$ cat src/rtl/invader_bomb.sv
// invader_bomb: invader bomb slots -- periodic spawn, per-frame fall, player hit and bottom-edge retire.
// Optional macro INVADER_BOMB_LFSR_EN: an 8-bit LFSR jitters the spawn period.
//
// Ports:
//   clk, rst          : clock, synchronous active-high reset
//   frame             : one-cycle pulse at start of blanking; all motion happens here
//   done              : game over; clears every bomb and the frame counter, blocks spawns
//   shooter_valid/x/y : firing invader present, its left x and bottom y
//   player_x          : left x of the player sprite
//   bomb_active       : per-slot active flag
//   bomb_x, bomb_y    : per-slot left x / top y, slot i at bits [10i+9:10i]
//   player_hit        : one-cycle pulse on the cycle after a frame where any bomb hit
module invader_bomb #(
    parameter int NUM_BOMBS           = 3,
    parameter int BOMB_STEP           = 2,
    parameter int SPAWN_PERIOD        = 48,
    parameter int SCREEN_HEIGHT       = 480,
    parameter int PLAYER_START_Y      = 440,
    parameter int SPRITE_WIDTH_SCALED = 32,
    parameter int PROJ_WIDTH_SCALED   = 4,
    parameter int PROJ_HEIGHT_SCALED  = 12
) (
    input  logic                      clk,
    input  logic                      rst,
    input  logic                      frame,
    input  logic                      done,
    input  logic                      shooter_valid,
    input  logic [9:0]                shooter_x,
    input  logic [9:0]                shooter_y,
    input  logic [9:0]                player_x,
    output logic [NUM_BOMBS-1:0]      bomb_active,
    output logic [10*NUM_BOMBS-1:0]   bomb_x,
    output logic [10*NUM_BOMBS-1:0]   bomb_y,
    output logic                      player_hit
);

    localparam logic [10:0] STEP11  = 11'(BOMB_STEP);
    localparam logic [10:0] SCR_H   = 11'(SCREEN_HEIGHT);
    localparam logic [10:0] PLY_Y   = 11'(PLAYER_START_Y);
    localparam logic [10:0] SPR_W   = 11'(SPRITE_WIDTH_SCALED);
    localparam logic [10:0] PRJ_W   = 11'(PROJ_WIDTH_SCALED);
    localparam logic [10:0] PRJ_H   = 11'(PROJ_HEIGHT_SCALED);
    localparam logic [9:0]  X_OFF   = 10'(SPRITE_WIDTH_SCALED/2 - PROJ_WIDTH_SCALED/2);
    localparam logic [7:0]  PERIOD  = 8'(SPAWN_PERIOD);

    logic [NUM_BOMBS-1:0] active_q, active_d;
    logic [9:0]           x_q [NUM_BOMBS];
    logic [9:0]           x_d [NUM_BOMBS];
    logic [9:0]           y_q [NUM_BOMBS];
    logic [9:0]           y_d [NUM_BOMBS];
    logic                 hit_q, hit_d;
    logic [7:0]           cnt_q, cnt_d;
    logic [7:0]           wrap_val;
    logic                 attempt;
    logic                 any_hit;
    logic                 spawned;
    logic                 slot_hit;
    logic [10:0]          y_next;

`ifdef INVADER_BOMB_LFSR_EN
    localparam logic [7:0] HALF = 8'(SPAWN_PERIOD/2);
    logic [7:0] lfsr_q, lfsr_d;
    logic [7:0] period_q, period_d;
    logic       lfsr_fb;

    assign wrap_val = period_q;
    // Taps 8,6,5,4 -> bits 7,5,4,3
    assign lfsr_fb  = lfsr_q[7] ^ lfsr_q[5] ^ lfsr_q[4] ^ lfsr_q[3];

    always_comb begin
        lfsr_d   = lfsr_q;
        period_d = period_q;
        if (!done && frame) begin
            lfsr_d = {lfsr_q[6:0], lfsr_fb};
            // New period is drawn each time the counter wraps
            if (attempt) begin
                period_d = HALF + {3'b000, lfsr_q[4:0]};
            end
        end
    end

    always_ff @(posedge clk) begin
        if (rst) begin
            lfsr_q   <= 8'h5A;
            period_q <= HALF + 8'h1A;
        end else begin
            lfsr_q   <= lfsr_d;
            period_q <= period_d;
        end
    end
`else
    assign wrap_val = PERIOD;
`endif

    assign attempt = (cnt_q == wrap_val - 8'd1);

    always_comb begin
        active_d = active_q;
        x_d      = x_q;
        y_d      = y_q;
        cnt_d    = cnt_q;
        hit_d    = 1'b0;
        any_hit  = 1'b0;
        spawned  = 1'b0;
        slot_hit = 1'b0;
        y_next   = '0;
        if (done) begin
            active_d = '0;
            cnt_d    = '0;
        end else if (frame) begin
            cnt_d = attempt ? 8'd0 : cnt_q + 8'd1;
            for (int i = 0; i < NUM_BOMBS; i++) begin
                if (active_q[i]) begin
                    slot_hit = ({1'b0, y_q[i]} + PRJ_H > PLY_Y) &&
                               ({1'b0, x_q[i]} < {1'b0, player_x} + SPR_W) &&
                               ({1'b0, x_q[i]} + PRJ_W > {1'b0, player_x});
                    y_next   = {1'b0, y_q[i]} + STEP11;
                    if (slot_hit) begin
                        active_d[i] = 1'b0;
                        any_hit     = 1'b1;
                    end else if (y_next + PRJ_H >= SCR_H) begin
                        active_d[i] = 1'b0;
                    end else begin
                        y_d[i] = y_next[9:0];
                    end
                end
            end
            // Free slots are judged before this frame's retirements, so a slot
            // retiring now is reused no earlier than the next attempt.
            if (attempt && shooter_valid) begin
                for (int i = 0; i < NUM_BOMBS; i++) begin
                    if (!spawned && !active_q[i]) begin
                        spawned     = 1'b1;
                        active_d[i] = 1'b1;
                        x_d[i]      = shooter_x + X_OFF;
                        y_d[i]      = shooter_y;
                    end
                end
            end
            hit_d = any_hit;
        end
    end

    always_ff @(posedge clk) begin
        if (rst) begin
            active_q <= '0;
            hit_q    <= 1'b0;
            cnt_q    <= '0;
            for (int i = 0; i < NUM_BOMBS; i++) begin
                x_q[i] <= '0;
                y_q[i] <= '0;
            end
        end else begin
            active_q <= active_d;
            hit_q    <= hit_d;
            cnt_q    <= cnt_d;
            for (int i = 0; i < NUM_BOMBS; i++) begin
                x_q[i] <= x_d[i];
                y_q[i] <= y_d[i];
            end
        end
    end

    assign bomb_active = active_q;
    assign player_hit  = hit_q;

    for (genvar g = 0; g < NUM_BOMBS; g++) begin : g_pack
        assign bomb_x[10*g +: 10] = x_q[g];
        assign bomb_y[10*g +: 10] = y_q[g];
    end

endmodule
$ cat config.mk
export PLATFORM = sky130hd
export DESIGN_NAME = invader_bomb
export DESIGN_NICKNAME = d
export VERILOG_FILES = /design/src/rtl/invader_bomb.sv
export SDC_FILE = /design/constraint.sdc
export NUM_CORES = 1
export LEC_CHECK = 0
export CAP_MARGIN = 20
export CORE_MARGIN = 2
export CORE_UTILIZATION = 50
export DETAILED_ROUTE_END_ITERATION = 7
export PLACE_DENSITY = 0.78
export SLEW_MARGIN = 15
export SYNTH_ARGS = -nofsm -noshare
export SYNTH_HDL_FRONTEND = slang
export SYNTH_SLANG_ARGS = --single-unit
$ cat constraint.sdc
create_clock -name clk -period 3.4 [get_ports clk]
set_input_delay 0.34 -clock clk [delete_from_list [all_inputs] [get_ports clk]]
set_output_delay 0.34 -clock clk [all_outputs]
set_load 0.005 [all_outputs]
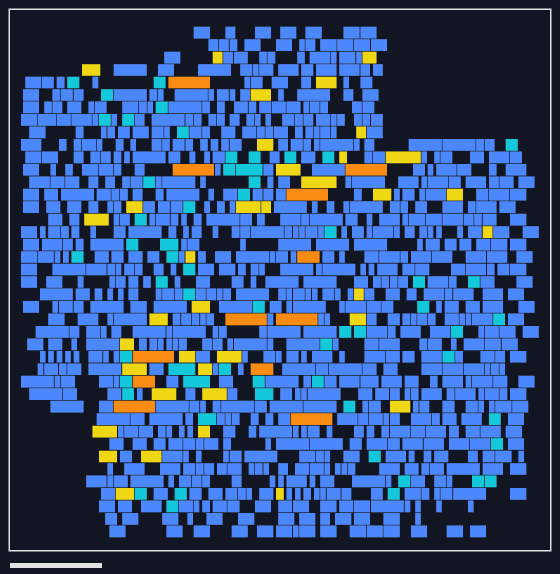
Figure 1: run 1, drive-strength map.
Scale bar: 20 um.
color	size	cells	share	most used
yellow	drive 2	37	3.9%	a2111oi_2
cyan	drive 3 to 4	58	6.2%	buf_4
orange	drive 6 and up	12	1.3%	clkbuf_16
blue	drive 1 or less	836	89%	clkdlybuf4s50_1
bufs w/o clock: 147
Syn-to-layout area delta: 26.0%
Final WS setup: 0.188 ns
fin area: 8160 um2

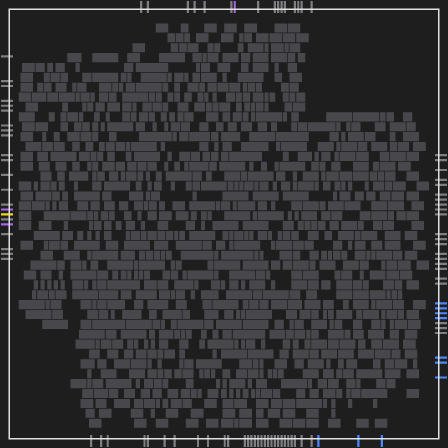
Figure 2: run 1, I/O pins on the die edge.
Pins as bars across the die edge, other pins in gray.
color	port	pins	direction	edge
purple	bomb_active	3	output	2 west, 1 north
blue	player_x	10	input	7 east, 3 south
yellow	player_hit	1	output	west
all pins by edge	32 south, 29 east, 22 west, 16 north
PortBufs: 98
Die Wd: 118 um
die height: 118 um

==> run_results.csv, run 1 <==
group,metric,value,unit
run_status,status,"complete, no violations",
worst_hold_path,hold_start,"bomb_x[20]",
power_and_ir_drop,power,2.03,mW
worst_setup_path,crit_cells,13,
synthesis,ys_sh_simple,26.2,%
floorplanning,tap_cells,172,
power_and_ir_drop,combPwrFrac,12.7,%
synthesis,ys_types,81,
worst_setup_path,r2r_end,"bomb_y[27]",
detailed_routing,dr.pass1.iters,6,
floorplanning,dieArea,13900,um2
synthesis,yosysMostFrequentCell,"nor2_1",
finish,layout.nonclk_buf_share,16.5,%
synthesis,postSynthSeqShare,22.3,%
worst_setup_path,endpoint_kind,"flip-flop",
placed_design,dp_hpwl,15200,um
grt,grt_util_met1,36.9,%
placed_design,place_ws,0.0229,ns
placed_design,gp_congestion,0.946,
power_and_ir_drop,switching_share,25.6,%
synthesis,yosys.area_share.aoi,24.0,%
worst_hold_path,worstHoldPathType,"reg -> reg",
detailed_routing,wire_per_inst,17.8,um
timing,finalSetupViolations,0,
detailed_routing,drc_errors,0,
clock_tree,postCtsHoldBufs,0,
synthesis,top_logic_kind,"simple AND/OR/NAND/NOR gates",
clock_tree,cts-htree-levels,3,
grt,grt_usage,28.1,%
worst_setup_path,cp.arrival,3.43,ns
synthesis,ys_async_sr_fraction,0,%
finish,mi_logic_area,4720,um2
power_and_ir_drop,ir_drop,0.233,mV
grt,grt_busiest_layer,"met2",
power_and_ir_drop,p_seq_share,42.3,%
worst_setup_path,crit_path_top_delay_cell,"or3_1",
synthesis,syn-cell-area,6480,um2
clock_tree,cts_buffers,9,
worst_setup_path,critPathMaxFanout,5,
timing,slew_violations,0,
worst_setup_path,worst_setup_path_start_kind,"flip-flop",
clock_tree,clockBufferDepth,2,
finish,final_util,64.7,%
detailed_routing,drt-vias-per-instance,6.10,
grt,grt_max_degree,41,
grt,grt_pass1_vias,6443,
worst_hold_path,hold_end,"bomb_x[20]",
worst_setup_path,required,3.62,ns
synthesis,edf_count,0,
clock_tree,cts_tree,"done",
grt,antenna_found_initial,0,
grt,grt_pass1_wl,32300,um
synthesis,ys_sh_mux,0.676,%
placed_design,dpl_cell_area,7790,um2
finish,antenna_cells,0,
worst_setup_path,crit_family,"simple AND/OR/NAND/NOR gates",
worst_setup_path,startpoint,"bomb_x[23]",
detailed_routing,wl_met2,9120,um
detailed_routing,wl_met3,1300,um
timing,tightestPinTransition,0.846,ns
floorplanning,coreArea,12600,um2
clock_tree,post_cts_buffers,0,
clock_tree,clock-sinks,72,
clock_tree,clock-root-buffer,"clkbuf_16",
detailed_routing,drtIter0Drc,636,
finish,layout.area.seq,1440,um2
finish,layout_top_cell,"clkdlybuf4s50_1",
finish,dominant_cells,"multi-input combinational cells",
finish,comb_cells,670,
worst_setup_path,cpPeakStageDelay,0.40,ns
timing,rsz0062_at_grt,"no",
finish,sh_comb_area,57.9,%
timing,fmaxAchievable,311,MHz
synthesis,yosys_warnings,0,
power_and_ir_drop,p_leak,3.09,nW
worst_setup_path,cp-endpoint,"bomb_y[27]",
power_and_ir_drop,pwr-share-clk,45.0,%
power_and_ir_drop,p_sw,519,uW
synthesis,adder_share,14.5,%
finish,inverters,38,
run,tool_warnings,41,
worst_setup_path,r2r_setup_slack,0.19,ns
synthesis,syn_area_per_cell,7.87,um2
synthesis,yosys_area,6480,um2
finish,n_clock_buffer,12,
detailed_routing,wl_met1,8650,um
synthesis,netlist_top_cells_count,"84 x nor2_1, 75 x ha_1, 72 x dfxtp_1, 72 x nand2_1, 41 x a21oi_1",
worst_setup_path,crit_type,"reg -> reg",
timing,hold_slack,0.480,ns
synthesis,ys.flops,72,
synthesis,flop_cell,"dfxtp_1",
grt,overflow,0,
finish,lay_top_cells,"97 x clkdlybuf4s50_1, 80 x nor2_1, 75 x ha_1, 72 x nand2_1, 70 x dfxtp_1",
timing,tns,0,ns
placed_design,dp_cells,1099,
floorplanning,fp_util,51.3,%
grt,grt_util_met3,3.73,%
clock_tree,clkTransAtPathRegs,0.06,ns
floorplanning,row_count,41,
clock_tree,post_cts_resized,0,
worst_setup_path,crit_chain,"ha_1, and4_1, nand2_1, xnor2_1, ha_1, nand4_1, or3_1, o22ai_2, a211oi_1, and4_4, or2b_2, or3_1, o311a_2",
run,cap_viol_max_count,0,
finish,stdcell_count,1115,
timing,relSlewSlack,43.6,%
synthesis,xor_area_share,6.36,%
timing,final-hold-violation-count,0,
finish,drive_gt1_share,11.3,%
power_and_ir_drop,p_per_area,248,nW/um2
grt,gr-usage-met2,46.0,%
detailed_routing,drtAntennaViolNets,0,
synthesis,fp_nets,933,
finish,clk_share,3.60,%
worst_setup_path,r2r_cells,13,
worst_hold_path,whs_path_depth,2,
finish,n_fill_cell,1122,
synthesis,yosys.area.top_type,"dfxtp_1",
power_and_ir_drop,pg_comb,257,uW
synthesis,syn_inst,823,
timing,finalClockPeriodUsage,94.5,%
worst_setup_path,critPathBufInv,0,
power_and_ir_drop,p_seq,858,uW
synthesis,yosys_cells,823,
worst_setup_path,worstReg2RegStart,"bomb_x[23]",
synthesis,top_cell_area_share,22.3,%
power_and_ir_drop,maxPowerGroup,"clock",
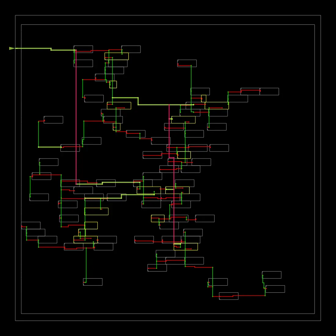
Figure 3: run 1, the clock network.
clock skew: 0.00971 ns
Late-Pin Clk Latency: 0.33 ns
Flops: 72
P_clk: 912 uW

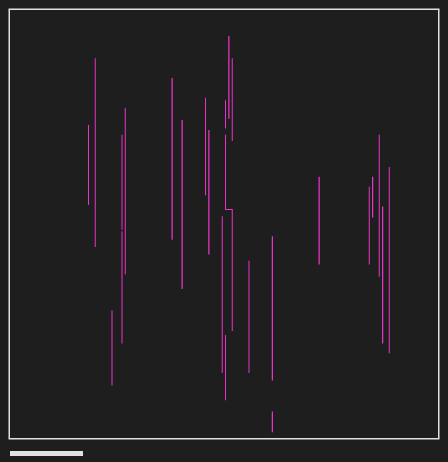
Figure 4: run 1, signal wires on met4.
Scale bar: 20 um.
main direction	vertical
nets with wire on the layer	24
wire length on this layer	774 um
DRT Wirelength: 19,800 um
vias: 6,797

Figure 5. Clock network drawn from the DEF (run 1).
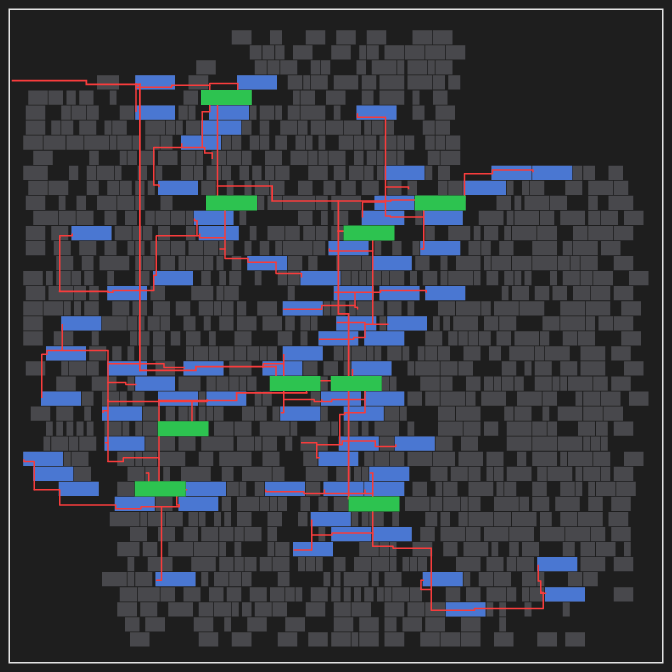

==> inputs of run 2 (changes only) <==
--- a/config.mk
+++ b/config.mk
@@ -9,7 +9,8 @@
 export CORE_MARGIN = 2
 export CORE_UTILIZATION = 50
 export DETAILED_ROUTE_END_ITERATION = 7
-export PLACE_DENSITY = 0.78
+export PLACE_DENSITY_LB_ADDON = 0.3
+export SETUP_SLACK_MARGIN = 0.2
 export SLEW_MARGIN = 15
 export SYNTH_ARGS = -nofsm -noshare
 export SYNTH_HDL_FRONTEND = slang
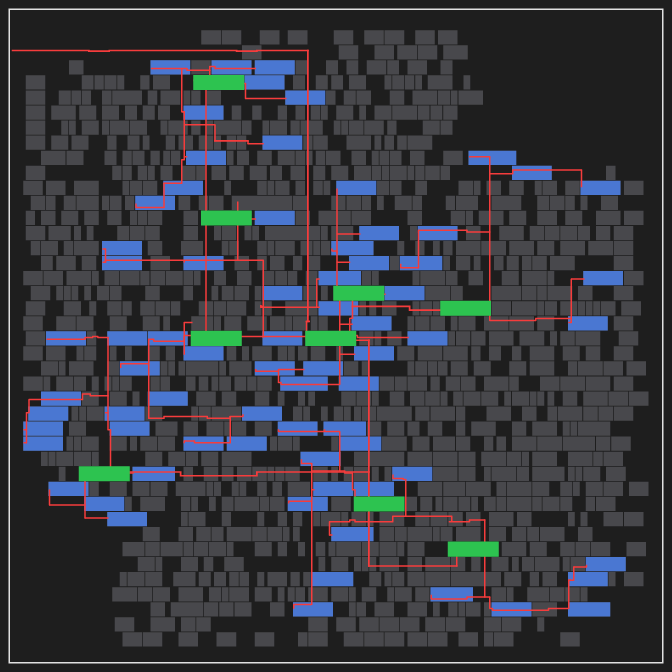
Figure 6: run 2, clock network drawn from the DEF.
[red] clock wires | length: 1,040 um
[green] cells driving clock nets | count: 9
[blue] flip-flops | count: 72
routed clock nets	10
clock share of power: 46.0%
clock skew: 0.00331 ns
Late-Pin Clk Latency: 0.34 ns
P_clk: 957 uW

==> run 2 against run 1 <==
Combinational power up 4%. Maximum frequency up 2.4%. Design area up 2.4%. Clock skew down 0.0064 ns. Critical path depth up 1. Highest routed layer unchanged.
==> run_results.csv, run 2 <==
group,metric,value,unit
run,cap_viol_max_count,0,
floorplanning,tap_cells,172,
detailed_routing,wl_met2,9400,um
placed_design,dpl_cell_area,7840,um2
clock_tree,postCtsHoldBufs,0,
floorplanning,row_count,41,
worst_setup_path,cp.arrival,3.33,ns
finish,layout.area.seq,1460,um2
timing,tightestPinTransition,0.721,ns
timing,fin_ws,0.263,ns
clock_tree,clock-root-buffer,"clkbuf_16",
worst_setup_path,r2r_end,"player_hit",
synthesis,netlist_top_cells_count,"84 x nor2_1, 75 x ha_1, 72 x dfxtp_1, 72 x nand2_1, 41 x a21oi_1",
worst_setup_path,r2r_cells,14,
grt,antenna_found_initial,0,
grt,overflow,0,
detailed_routing,drt-vias-per-instance,6.06,
detailed_routing,drtAntennaViolNets,0,
placed_design,dp_cells,1105,
finish,syn_to_final_growth,29.1,%
floorplanning,fp_util,51.3,%
worst_setup_path,crit_path_top_delay_cell,"dfxtp_2",
timing,rsz0062_at_grt,"yes",
synthesis,ys_sh_simple,26.2,%
clock_tree,post_cts_resized,9,
finish,design_area,8360,um2
worst_setup_path,critPathBufInv,2,
clock_tree,post_cts_buffers,2,
worst_hold_path,whs_path_depth,2,
timing,tns,0,ns
power_and_ir_drop,p_per_area,249,nW/um2
worst_setup_path,crit_family,"simple AND/OR/NAND/NOR gates",
synthesis,yosys.area.top_type,"dfxtp_1",
detailed_routing,wire_per_inst,17.8,um
clock_tree,clockBufferDepth,2,
timing,relSlewSlack,51.8,%
finish,sh_comb_area,57.6,%
finish,final_util,66.2,%
clock_tree,cts_buffers,9,
run_status,status,"complete, no violations",
worst_setup_path,critPathMaxFanout,5,
clock_tree,clock-sinks,72,
worst_setup_path,worstReg2RegStart,"bomb_x[23]",
finish,stdcell_count,1125,
worst_setup_path,crit_cells,14,
detailed_routing,drtIter0Drc,567,
synthesis,syn_area_per_cell,7.87,um2
detailed_routing,wl_met1,8430,um
synthesis,yosys_warnings,0,
power_and_ir_drop,p_sw,537,uW
synthesis,ys_sh_mux,0.676,%
synthesis,ys_async_sr_fraction,0,%
finish,layout_top_cell,"clkdlybuf4s50_1",
finish,drive_gt1_share,14.6,%
placed_design,place_ws,-0.144,ns
placed_design,dp_hpwl,15000,um
worst_setup_path,cpPeakStageDelay,0.37,ns
floorplanning,coreArea,12600,um2
synthesis,yosys.area_share.aoi,24.0,%
grt,grt_pass1_wl,32400,um
power_and_ir_drop,p_seq,856,uW
synthesis,fp_nets,933,
worst_setup_path,crit_type,"reg -> reg",
finish,lay_top_cells,"97 x clkdlybuf4s50_1, 79 x nor2_1, 72 x ha_1, 71 x nand2_1",
finish,inverters,38,
timing,finalSetupViolations,0,
power_and_ir_drop,power,2.08,mW
floorplanning,die_width,118,um
clock_tree,cts-htree-levels,3,
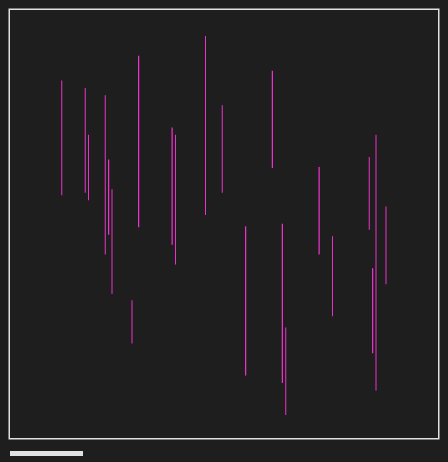
Figure 7: run 2, signal wires on met4.
Scale bar: 20 um.
longest straight run	70.0 um
wire length on this layer	683 um
DRT Wirelength: 20,100 um
vias: 6,819

Power and IR drop assume default switching activity.
